### config.mk
export PLATFORM = sky130hd
export DESIGN_NAME = grid_pattern_gen
export DESIGN_NICKNAME = d
export VERILOG_FILES = /design/src/rtl/grid_pattern_pkg.sv /design/src/rtl/grid_pattern_gen_lane_scroller.sv /design/src/rtl/grid_pattern_gen.sv
export SDC_FILE = /design/constraint.sdc
export NUM_CORES = 1
export LEC_CHECK = 0
export CAP_MARGIN = 20
export CORE_MARGIN = 2
export CORE_UTILIZATION = 50
export DETAILED_ROUTE_END_ITERATION = 8
export PLACE_DENSITY = 0.95
export SETUP_SLACK_MARGIN = 0.15
export SLEW_MARGIN = 20
export SYNTH_ARGS = -nofsm -noshare
export SYNTH_HDL_FRONTEND = slang
export SYNTH_SLANG_ARGS = --single-unit
### constraint.sdc
create_clock -name clk -period 6 [get_ports clk]
set_input_delay 0.6 -clock clk [delete_from_list [all_inputs] [get_ports clk]]
set_output_delay 0.6 -clock clk [all_outputs]
set_load 0.02 [all_outputs]
### src/rtl/grid_pattern_pkg.sv
// Shared color constants and mode encoding for the play-field pattern generator.
package grid_pattern_pkg;

   localparam logic [5:0] COLOR_OFF    = 6'b000000;
   localparam logic [5:0] COLOR_HEADER = 6'b001100;
   localparam logic [5:0] COLOR_GRID   = 6'b010101;
   localparam logic [5:0] COLOR_LANE_A = 6'b000011;
   localparam logic [5:0] COLOR_LANE_B = 6'b111111;
   localparam logic [5:0] COLOR_BG     = 6'b000100;

   typedef enum logic [1:0] {
      MODE_GRID  = 2'd0,
      MODE_LANES = 2'd1,
      MODE_SOLID = 2'd2,
      MODE_BLANK = 2'd3
   } mode_t;

endpackage

### src/rtl/grid_pattern_gen_lane_scroller.sv
// One lane's horizontal scroll offset; steps by STEP per advance, up (DIR=0) or down (DIR=1).
module lane_scroller #(
   parameter int COL_BITS = 10,
   parameter int STEP     = 4,
   parameter bit DIR      = 1'b0
) (
   input  logic                clk,
   input  logic                rst_n,
   input  logic                advance_i,
   output logic [COL_BITS:0]   off_o
);

   localparam logic [COL_BITS:0] STEP_W = (COL_BITS+1)'(STEP);

   logic [COL_BITS:0] off_q, off_d;

   // Natural modulo-2^(COL_BITS+1) wrap in both directions.
   always_comb begin
      off_d = off_q;
      if (advance_i) begin
         if (DIR) off_d = off_q - STEP_W;
         else     off_d = off_q + STEP_W;
      end
   end

   always_ff @(posedge clk or negedge rst_n) begin
      if (!rst_n) off_q <= '0;
      else        off_q <= off_d;
   end

   assign off_o = off_q;

endmodule

### src/rtl/grid_pattern_gen.sv
// Play-field pattern generator: grid, scrolling lanes, solid or blank fill with a header bar, 1-cycle registered output.
module grid_pattern_gen
   import grid_pattern_pkg::*;
#(
   parameter int COL_BITS    = 10,
   parameter int FIELD_LEFT  = 96,
   parameter int FIELD_RIGHT = 544,
   parameter int TILE_LOG2   = 5,
   parameter int HEADER_ROWS = 16,
   parameter int NUM_LANES   = 4,
   parameter int LANE_ROW0   = 64,
   parameter int SCROLL_STEP = 4
) (
   input  logic                clk,
   input  logic                rst_n,
   input  logic [COL_BITS-1:0] colPos,
   input  logic [COL_BITS-1:0] rowPos,
   input  logic                frame_start,
   input  logic [1:0]          mode,
   input  logic                pause,
   output logic                display_enable,
   output logic [5:0]          color
);

   localparam int TILE = 1 << TILE_LOG2;
   localparam logic [COL_BITS-1:0] FL  = COL_BITS'(FIELD_LEFT);
   localparam logic [COL_BITS-1:0] FR  = COL_BITS'(FIELD_RIGHT);
   localparam logic [COL_BITS-1:0] HDR = COL_BITS'(HEADER_ROWS);

   logic [NUM_LANES-1:0][COL_BITS:0] offs;
   logic                             advance;

   // Offsets run regardless of mode so lanes keep moving while hidden.
   assign advance = frame_start & ~pause;

   for (genvar k = 0; k < NUM_LANES; k++) begin : g_lane
      lane_scroller #(
         .COL_BITS (COL_BITS),
         .STEP     (SCROLL_STEP * (k + 1)),
         .DIR      (1'(k % 2))
      ) u_lane (
         .clk       (clk),
         .rst_n     (rst_n),
         .advance_i (advance),
         .off_o     (offs[k])
      );
   end

   mode_t               md;
   logic                in_field, header, grid_lum, lane_hit;
   logic [COL_BITS-1:0] row_p1;
   logic [COL_BITS:0]   sel_off, stripe_sum;
   logic                display_enable_q, display_enable_d;
   logic [5:0]          color_q, color_d;

   assign md         = mode_t'(mode);
   assign in_field   = (colPos >= FL) && (colPos <= FR);
   assign header     = rowPos < HDR;
   assign row_p1     = rowPos + COL_BITS'(1);
   assign grid_lum   = (colPos[TILE_LOG2-1:0] == '0) || (row_p1[TILE_LOG2-1:0] == '0);
   assign stripe_sum = {1'b0, colPos} + sel_off;

   always_comb begin
      lane_hit = 1'b0;
      sel_off  = '0;
      for (int k = 0; k < NUM_LANES; k++) begin
         if (int'(rowPos) >= LANE_ROW0 + k * TILE && int'(rowPos) < LANE_ROW0 + (k + 1) * TILE) begin
            lane_hit = 1'b1;
            sel_off  = offs[k];
         end
      end
   end

   always_comb begin
      display_enable_d = 1'b0;
      color_d          = COLOR_OFF;
      if (in_field) begin
         display_enable_d = 1'b1;
         if (md == MODE_BLANK)  color_d = COLOR_OFF;
         else if (header)       color_d = COLOR_HEADER;
         else begin
            case (md)
               MODE_GRID:  color_d = grid_lum ? COLOR_GRID : COLOR_OFF;
               MODE_LANES: color_d = !lane_hit ? COLOR_BG :
                                     (stripe_sum[TILE_LOG2] ? COLOR_LANE_B : COLOR_LANE_A);
               MODE_SOLID: color_d = COLOR_BG;
               default:    color_d = COLOR_OFF;
            endcase
         end
      end
   end

   always_ff @(posedge clk or negedge rst_n) begin
      if (!rst_n) begin
         display_enable_q <= 1'b0;
         color_q          <= COLOR_OFF;
      end else begin
         display_enable_q <= display_enable_d;
         color_q          <= color_d;
      end
   end

   assign display_enable = display_enable_q;
   assign color          = color_q;

endmodule

### Metal layers overlaid

Scale bar: 20 µm.
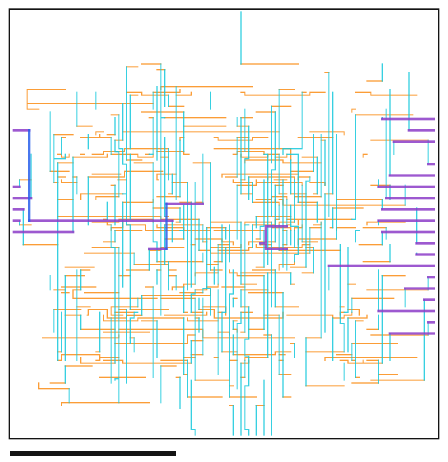
[cyan] met2 | wire length: 1200 µm
[orange] met1 | wire length: 1000 µm
[purple] met3 | wire length: 132 µm
[blue] met4 | wire length: 16.3 µm
Routed WL per cell: 13.7 µm
total number of vias: 915
GRT Util Overall: 0.200
Routed WL: 2350 µm

### Clock wiring as the flow saved it

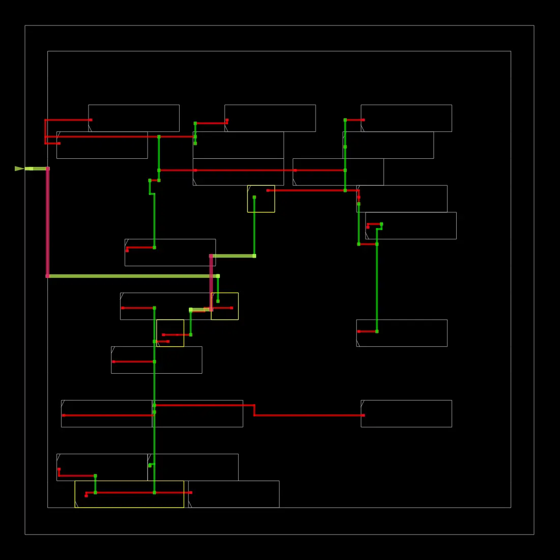
clock tree buffer count of the final layout: 3
clk_skew: 0.0116 ns
CTS Buf Count: 3
worst skew pair latency: 0.31 ns
CTS Sinks: 20

### Clock distribution

Scale bar: 20 µm.
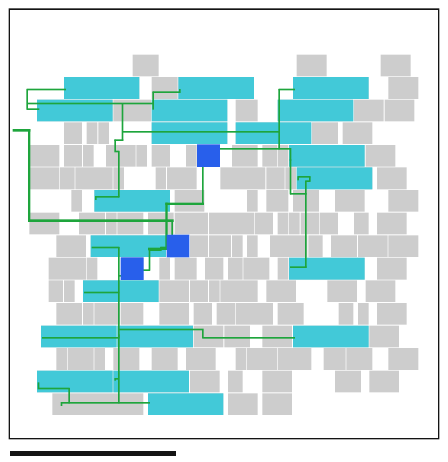
[blue] cells driving clock nets | count: 3
[cyan] flip-flops | count: 20
[green] clock wires | length: 241 µm
routed clock nets: 4

### Pin map

Pins as bars across the die edge, other pins in gray.
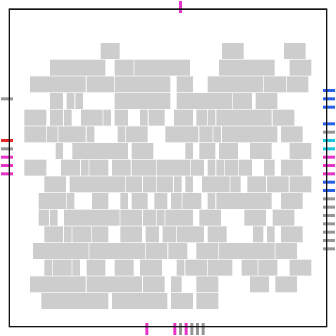
[red] pause | pins: 1 | direction: input | edge: west
[blue] color | pins: 6 | direction: output | edge: east
[cyan] mode | pins: 2 | direction: input | edge: east
[magenta] rowPos | pins: 10 | direction: input | edge: 3 east, 3 west, 3 south, 1 north
all pins by edge: 19 east, 7 south, 6 west, 1 north

### Where the registers sit

Other sequential cells in the stronger gray, the rest of the logic in the fainter gray.
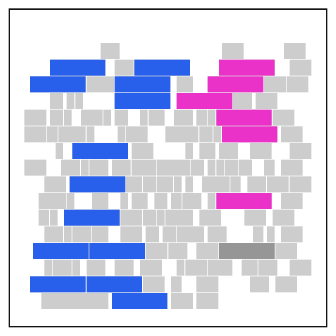
[magenta] color | sequential cells: 6
[blue] g_lane.u_lane.off_o | sequential cells: 13
not colored: 1

==> impl_metrics.json <==
{
  "cts_resized": 0,
  "cts_tree": "built",
  "synth_seq_share": 0.442,
  "rsz0062_at_grt": "false",
  "drtIter0Drc": 7,
  "first_pass_iters": 4,
  "viasPerCell": 5.35,
  "synth_cell_type_count": 38,
  "fp.dieW_um": 51.6,
  "grt.busiest_layer": "met2",
  "port_buffers": 32,
  "final_cells": 171,
  "critPathBufInv": 1,
  "crit_chain": "clkdlybuf4s50_1, mux2i_1, o22ai_1, and2_1, ha_1, nand4b_1, nor3_1, a221oi_2, xnor2_1, or2_4, a21oi_2",
  "finalSetupTns_ns": 0,
  "fp_nets": 141,
  "finalSetupViolations": 0,
  "layout.cells.most_common_list": "32 x clkdlybuf4s50_1, 20 x dfrtp_1, 13 x nand2_1",
  "synth-edff-count": 0,
  "fp_util": 0.521,
  "hold_depth": 1,
  "status": "completed",
  "hold_slack_ns": 0.487,
  "syn_area_per_cell_um2": 10.3,
  "finish.utilization": 0.701,
  "crit_start": "rowPos[5]",
  "antenna_left": 0,
  "cp_slowest_stage_delay_ns": 0.70,
  "layout_top_cell": "clkdlybuf4s50_1",
  "synth_cells": 110,
  "grtUsageMet2": 0.374,
  "ff2ff_path_depth": 10,
  "power_mw": 0.476,
  "hp-class": "flip-flop to flip-flop",
  "min_period_ns": 2.80,
  "rr_startpoint": "g_lane[2].u_lane.off_o[3]$_DFFE_PN0P_",
  "cellPowerDensity_nw_per_um2": 313,
  "grt_antenna_before_repair": 0,
  "die_area_um2": 2660,
  "ys_async_sr_fraction": 1.00,
  "grt_max_degree": 21,
  "place_inst": 167
}
sequential cells by signal (all words and copies together), names as in the netlist:
| signal | count |
|---|---|
| color | 6 |
| display_enable | 1 |
| g_lane.u_lane.off_o | 13 |
layout make-up:
| type | count | area [µm²] |
|---|---|---|
| clock buffer | 3 | 22.5 |
| clock inverter | 1 | 30.0 |
| fill | 173 | 649 |
| inverter | 5 | 18.8 |
| multi-input combinational | 82 | 593 |
| sequential | 20 | 500 |
| tap | 28 | 35.0 |
| timing repair buffer | 32 | 320 |
per-layer routing:
layer | share of wire | up-vias
met5 | 0 | -
li1 | - | 448
met2 | 0.51 | 30
met3 | 0.056 | 4
met4 | 0.0068 | 0
met1 | 0.43 | 433
report_power, final:
part | internal (mW) | switching [mW]
Sequential | 0.181 | 0.0399
Clock | 0.0675 | 0.0434
Combinational | 0.0773 | 0.0668
cell usage after synthesis (all sizes together) (2+ instances only):
master   n  area share
o22ai    3       0.017
nand2   14       0.049
nor2     8       0.027
ha       5       0.055
a221oi   2       0.027
o21ai    5       0.029
nor4     2       0.017
xnor2   10       0.077
nand3    2      0.0088
nand2b   2       0.011
nor3     3       0.013
xor2     2       0.015
nor2b    2       0.011
dfrtp   20        0.44
mux2i    5       0.044
or2b     2       0.017
inv      5       0.017
clkbuf   2      0.0066
a21oi    2       0.015
kinds of logic after synthesis:
group,count (synthesis),synth area share
flip-flops,20,0.442
XOR/XNOR,12,0.0929
multiplexers,5,0.0442
AND-OR/OR-AND,17,0.123
AND/OR/NAND/NOR,43,0.209
adder cells (fa/ha/maj),5,0.0553
buffers and inverters,8,0.0332
